ff_map.png
Scale bar: 20 um. Other sequential cells in the stronger grey, the rest of the logic in the fainter grey.
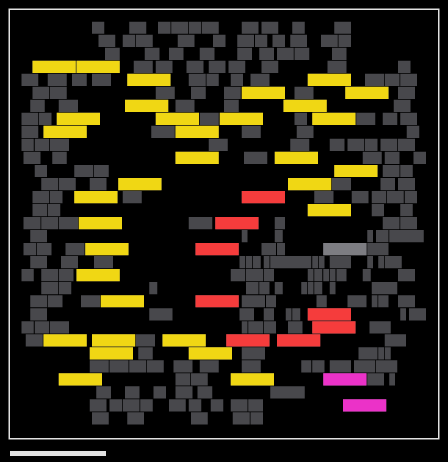
class_map.png
Scale bar: 20 um. Fill, decap, tap and diode cells in grey.
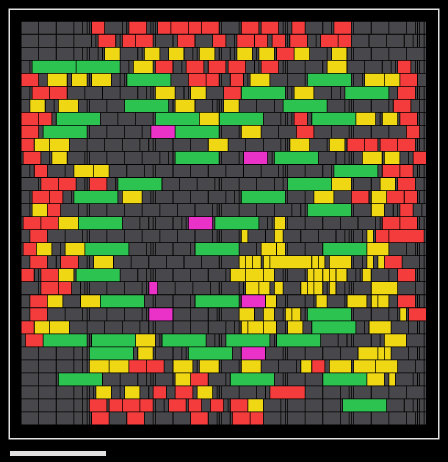
gates.png
Scale bar: 20 um.
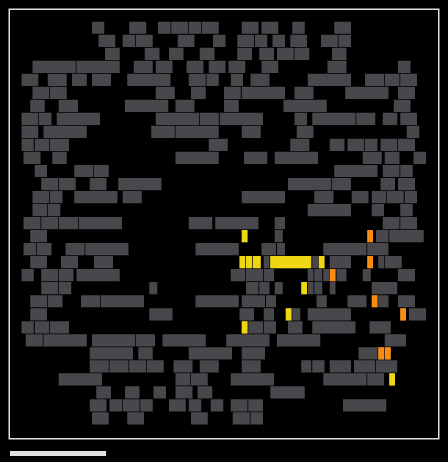
layers.png
Scale bar: 20 um.
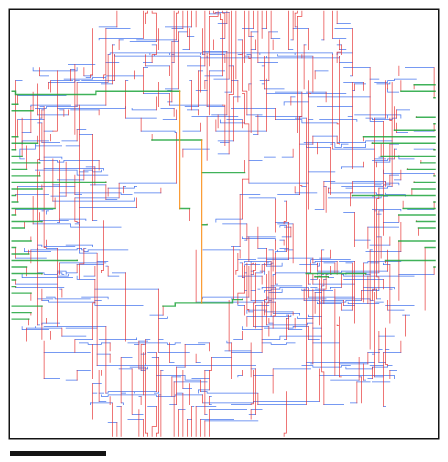
<file path="config.mk">
export PLATFORM = sky130hd
export DESIGN_NAME = inport_packet_requester_flat
export DESIGN_NICKNAME = d
export VERILOG_FILES = /design/src/rtl/inport_packet_requester_if.sv /design/src/rtl/inport_packet_requester.sv /design/src/flat_wrapper.sv
export SDC_FILE = /design/constraint.sdc
export NUM_CORES = 1
export LEC_CHECK = 0
export CORE_MARGIN = 2
export CORE_UTILIZATION = 30
export DETAILED_ROUTE_END_ITERATION = 7
export HOLD_SLACK_MARGIN = 0.1
export SKIP_CTS_REPAIR_TIMING = 1
export SYNTH_ARGS = -nofsm -noshare
export SYNTH_HDL_FRONTEND = slang
export SYNTH_SLANG_ARGS = --single-unit
</file>
<file path="constraint.sdc">
create_clock -name clk -period 4.2 [get_ports clk]
set_clock_uncertainty 0.05 [all_clocks]
set_input_delay 1.05 -clock clk [delete_from_list [all_inputs] [get_ports clk]]
set_output_delay 1.05 -clock clk [all_outputs]
set_load 0.1 [all_outputs]
</file>
<file path="src/rtl/inport_packet_requester_if.sv">
// Signal bundle between one input-port requester and its FIFO, arbiter and crossbar.
`ifndef FLIT_BitWidth
`define FLIT_BitWidth 32
`endif

interface inport_packet_requester_if #(
    parameter int unsigned FLIT_W = `FLIT_BitWidth
);
    logic              fifo_empty;
    logic [FLIT_W-1:0] fifo_dout;
    logic              fifo_rd;
    logic              req;
    logic [FLIT_W-1:0] head_flit;
    logic              grant;
    logic              locked;
    logic              xbar_valid;
    logic [FLIT_W-1:0] xbar_flit;
    logic              xbar_ready;
    logic              pkt_done;

    // Requester side
    modport master (
        input  fifo_empty, fifo_dout, grant, xbar_ready,
        output fifo_rd, req, head_flit, locked, xbar_valid, xbar_flit, pkt_done
    );

    // FIFO / arbiter / crossbar side
    modport slave (
        output fifo_empty, fifo_dout, grant, xbar_ready,
        input  fifo_rd, req, head_flit, locked, xbar_valid, xbar_flit, pkt_done
    );
endinterface

</file>
<file path="src/rtl/inport_packet_requester.sv">
// Pops a packet head, requests the arbiter, then streams head and body flits
// into the crossbar under a valid/ready handshake.
`ifndef FLIT_BitWidth
`define FLIT_BitWidth 32
`endif

module inport_packet_requester #(
    parameter int unsigned FLIT_W    = `FLIT_BitWidth,
    parameter int unsigned PKT_FLITS = 4
) (
    input logic clk,
    input logic rst,
    inport_packet_requester_if.master bus
);
    localparam int unsigned CNT_W = 8;
    localparam logic [CNT_W-1:0] LAST_CNT = CNT_W'(PKT_FLITS - 1);

    typedef enum logic [1:0] {IDLE, REQ, HEAD, BODY} state_t;

    state_t            state_q, state_d;
    logic [FLIT_W-1:0] head_q, head_d;
    logic [CNT_W-1:0]  cnt_q, cnt_d;
    logic              done_q, done_d;

    logic              fifo_rd_c;
    logic              req_c;
    logic              locked_c;
    logic              xv_c;
    logic [FLIT_W-1:0] xf_c;

    // State, head register, flit counter and done pulse
    always_ff @(posedge clk or posedge rst) begin
        if (rst) begin
            state_q <= IDLE;
            head_q  <= '0;
            cnt_q   <= '0;
            done_q  <= 1'b0;
        end else begin
            state_q <= state_d;
            head_q  <= head_d;
            cnt_q   <= cnt_d;
            done_q  <= done_d;
        end
    end

    // Next state and handshake decode
    always_comb begin
        state_d   = state_q;
        head_d    = head_q;
        cnt_d     = cnt_q;
        done_d    = 1'b0;
        fifo_rd_c = 1'b0;
        req_c     = 1'b0;
        locked_c  = 1'b0;
        xv_c      = 1'b0;
        xf_c      = '0;
        unique case (state_q)
            IDLE: begin
                if (!bus.fifo_empty) begin
                    fifo_rd_c = 1'b1;
                    head_d    = bus.fifo_dout;
                    state_d   = REQ;
                end
            end
            REQ: begin
                req_c = 1'b1;
                if (bus.grant) state_d = HEAD;
            end
            HEAD: begin
                locked_c = 1'b1;
                xv_c     = 1'b1;
                xf_c     = head_q;
                if (bus.xbar_ready) begin
                    if (PKT_FLITS == 1) begin
                        state_d = IDLE;
                        done_d  = 1'b1;
                    end else begin
                        state_d = BODY;
                        cnt_d   = CNT_W'(1);
                    end
                end
            end
            BODY: begin
                locked_c = 1'b1;
                xv_c     = !bus.fifo_empty;
                xf_c     = bus.fifo_dout;
                if (!bus.fifo_empty && bus.xbar_ready) begin
                    fifo_rd_c = 1'b1;
                    cnt_d     = cnt_q + CNT_W'(1);
                    if (cnt_q == LAST_CNT) begin
                        state_d = IDLE;
                        done_d  = 1'b1;
                    end
                end
            end
            default: state_d = IDLE;
        endcase
    end

    // No pops while reset is held, even though the state already reads IDLE
    assign bus.fifo_rd    = fifo_rd_c & ~rst;
    assign bus.req        = req_c;
    assign bus.head_flit  = head_q;
    assign bus.locked     = locked_c;
    assign bus.xbar_valid = xv_c;
    assign bus.xbar_flit  = xf_c;
    assign bus.pkt_done   = done_q;
endmodule

</file>
<file path="src/flat_wrapper.sv">
// flat-port wrapper written by rule: the top's interface ports become plain ports
module inport_packet_requester_flat 
#(
    parameter int unsigned FLIT_W    = `FLIT_BitWidth,
    parameter int unsigned PKT_FLITS = 4
)
  (clk, rst, bus_fifo_empty, bus_fifo_dout, bus_grant, bus_xbar_ready, bus_fifo_rd, bus_req, bus_head_flit, bus_locked, bus_xbar_valid, bus_xbar_flit, bus_pkt_done);
  inport_packet_requester_if #(.FLIT_W(FLIT_W)) bus_i ();
  input logic clk;
  input logic rst;
  input wire logic [$bits(bus_i.fifo_empty)-1:0] bus_fifo_empty;
  input wire logic [$bits(bus_i.fifo_dout)-1:0] bus_fifo_dout;
  input wire logic [$bits(bus_i.grant)-1:0] bus_grant;
  input wire logic [$bits(bus_i.xbar_ready)-1:0] bus_xbar_ready;
  output wire logic [$bits(bus_i.fifo_rd)-1:0] bus_fifo_rd;
  output wire logic [$bits(bus_i.req)-1:0] bus_req;
  output wire logic [$bits(bus_i.head_flit)-1:0] bus_head_flit;
  output wire logic [$bits(bus_i.locked)-1:0] bus_locked;
  output wire logic [$bits(bus_i.xbar_valid)-1:0] bus_xbar_valid;
  output wire logic [$bits(bus_i.xbar_flit)-1:0] bus_xbar_flit;
  output wire logic [$bits(bus_i.pkt_done)-1:0] bus_pkt_done;
  assign bus_i.fifo_empty = bus_fifo_empty;
  assign bus_i.fifo_dout = bus_fifo_dout;
  assign bus_i.grant = bus_grant;
  assign bus_i.xbar_ready = bus_xbar_ready;
  assign bus_fifo_rd = bus_i.fifo_rd;
  assign bus_req = bus_i.req;
  assign bus_head_flit = bus_i.head_flit;
  assign bus_locked = bus_i.locked;
  assign bus_xbar_valid = bus_i.xbar_valid;
  assign bus_xbar_flit = bus_i.xbar_flit;
  assign bus_pkt_done = bus_i.pkt_done;
  inport_packet_requester #(.FLIT_W(FLIT_W), .PKT_FLITS(PKT_FLITS)) u_core (.clk(clk), .rst(rst), .bus(bus_i));
endmodule
</file>
==> flow_metrics.env <==
# physical design summary
export IMPL_ys_chip_area_sq_um=2190
export IMPL_warnings=30
export IMPL_crit_chain="clkdlybuf4s50_1 -> inv_2 -> nand3_1 -> a211oi_2 -> buf_12"
export IMPL_maxSlewViolCount=0
export IMPL_synthesis_nets=222
export IMPL_slew_headroom_pct=34.3
export IMPL_finalSetupTns_ns=0
export IMPL_nFillCells=693
export IMPL_inverters=7
export IMPL_syn_to_final_growth_pct=53.3
export IMPL_min_period_ns=3.51
export IMPL_nNonClkBuffers=108
export IMPL_grt_max_degree=44
export IMPL_comb_share_pct=30.7
export IMPL_ys_types=32
export IMPL_largest_cell_class="sequential cells"
export IMPL_seq_area_frac_synth_pct=49.2
export IMPL_critPathMaxFanout=4
export IMPL_async_reset_ff_share_pct=100
export IMPL_drtIter0Drc=35
export IMPL_worst_slew_pin_slew_ns=0.982
export IMPL_top_logic_kind="multiplexers"
export IMPL_netlist_area_sq_um=2190
export IMPL_worst_setup_path_start_kind="primary input"
export IMPL_grt_pass1_vias=1776
export IMPL_syn_inst=179
export IMPL_synthTopCellsByArea="dfrtp_1, mux2_1, a22o_1"
export IMPL_cts_buffers=5
export IMPL_worst_setup_path_end_kind="primary output"
export IMPL_vias=1815
export IMPL_die_w_um=89.4
export IMPL_drt_first_pass_iters=4
export IMPL_yosys_warnings=0
export IMPL_antenna_found_initial=0
export IMPL_n_antenna_cell=0
export IMPL_routedWlPerCell_um=13.7
export IMPL_antenna_left=0
export IMPL_drc_errors=0
export IMPL_startpoint="bus_fifo_empty"
export IMPL_hp_class="reg -> reg"
export IMPL_flop_area_sq_um=1080
export IMPL_pin_count=106
export IMPL_cts_max_level=2
export IMPL_crit_end="bus_fifo_rd"
export IMPL_postSynthAreaPerCell_sq_um=12.2
export IMPL_nWellTaps=99
export IMPL_ff2ff_path_depth=5
export IMPL_nClkBuffers=6
export IMPL_synth_xor_area_share_pct=2.00
export IMPL_final_clk_cell_share_pct=2.61
export IMPL_crit_slowest_cell="clkdlybuf4s50_1"
export IMPL_grt_pass1_wl_um=8500
export IMPL_ys_cells=179
export IMPL_dpl_cell_area_sq_um=3270
export IMPL_reg2reg_setup_slack_ns=1.78
export IMPL_floorplan_core_util_pct=30.6
export IMPL_cpPeakStageDelay_ns=0.49
export IMPL_dp_hpwl_um=3700
export IMPL_hold_path_depth=1
export IMPL_adder_share_pct=3.43
export IMPL_bufAreaShareNonClock_pct=30.1
export IMPL_final_cell_mix="clkdlybuf4s50_1, dfrtp_1, buf_4"
export IMPL_dieArea_sq_um=7990
export IMPL_viasPerCell=4.76
export IMPL_layout_setup_ws_ns=0.693
export IMPL_setup_violations=0
export IMPL_cts_tree="yes"
export IMPL_edf_count=0
export IMPL_clk_latency_ns=0.29
export IMPL_status="complete, no violations"
export IMPL_ff_type="dfrtp_1"
export IMPL_gp_congestion=0.697
export IMPL_period_used_pct=83.5
export IMPL_logic_area_sq_um=1030
export IMPL_grt_usage_pct=13.7
export IMPL_grt_ovfl_total=0
export IMPL_rows=31
export IMPL_arrival_ns=2.41
## Picture notes: ff_map.png
magenta -> u_core.state_q  # sequential cells 2
yellow -> u_core.bus.head_flit  # sequential cells 32
red -> u_core.cnt_q  # sequential cells 8

## Picture notes: class_map.png
red -> remaining buffers and delay cells  # cells 108, share of their area 31%
green -> registers  # cells 43, share of their area 33%
yellow -> remaining logic cells  # cells 124, share of their area 33%
magenta -> clock drivers and dummy loads  # cells 7, share of their area 2.7%

## Picture notes: gates.png
orange -> inv cells  # cells 7
yellow -> nor cells  # cells 10, where centre

## Picture notes: layers.png
blue -> M1  # wire length 2330 um
red -> M2  # wire length 2460 um
orange -> M4  # wire length 58.5 um
green -> M3  # wire length 358 um

per-layer routing:
| metal | vias to the layer above | wire length, um | global-route usage, % |
|---|---|---|---|
| met5 | - | 0 | 0 |
| li1 | 865 | - | - |
| met4 | 0 | 58 | 4.07 |
| met2 | 64 | 2460 | 21.8 |
| met3 | 6 | 358 | 3.79 |
| met1 | 880 | 2330 | 18.2 |
stage by stage:
stage | hold slack, ns | std cells
finish | 0.467 | 381
global route | 0.481 | 381
CTS | 0.477 | 381
detailed placement | 0.455 | 374
global placement | 0.449 | 374
floorplan | 0.415 | 179
registers in the layout, indices dropped and copies added, names as in the netlist:
name                  cells
u_core.state_q            2
u_core.bus.pkt_done       1
u_core.bus.head_flit     32
u_core.cnt_q              8
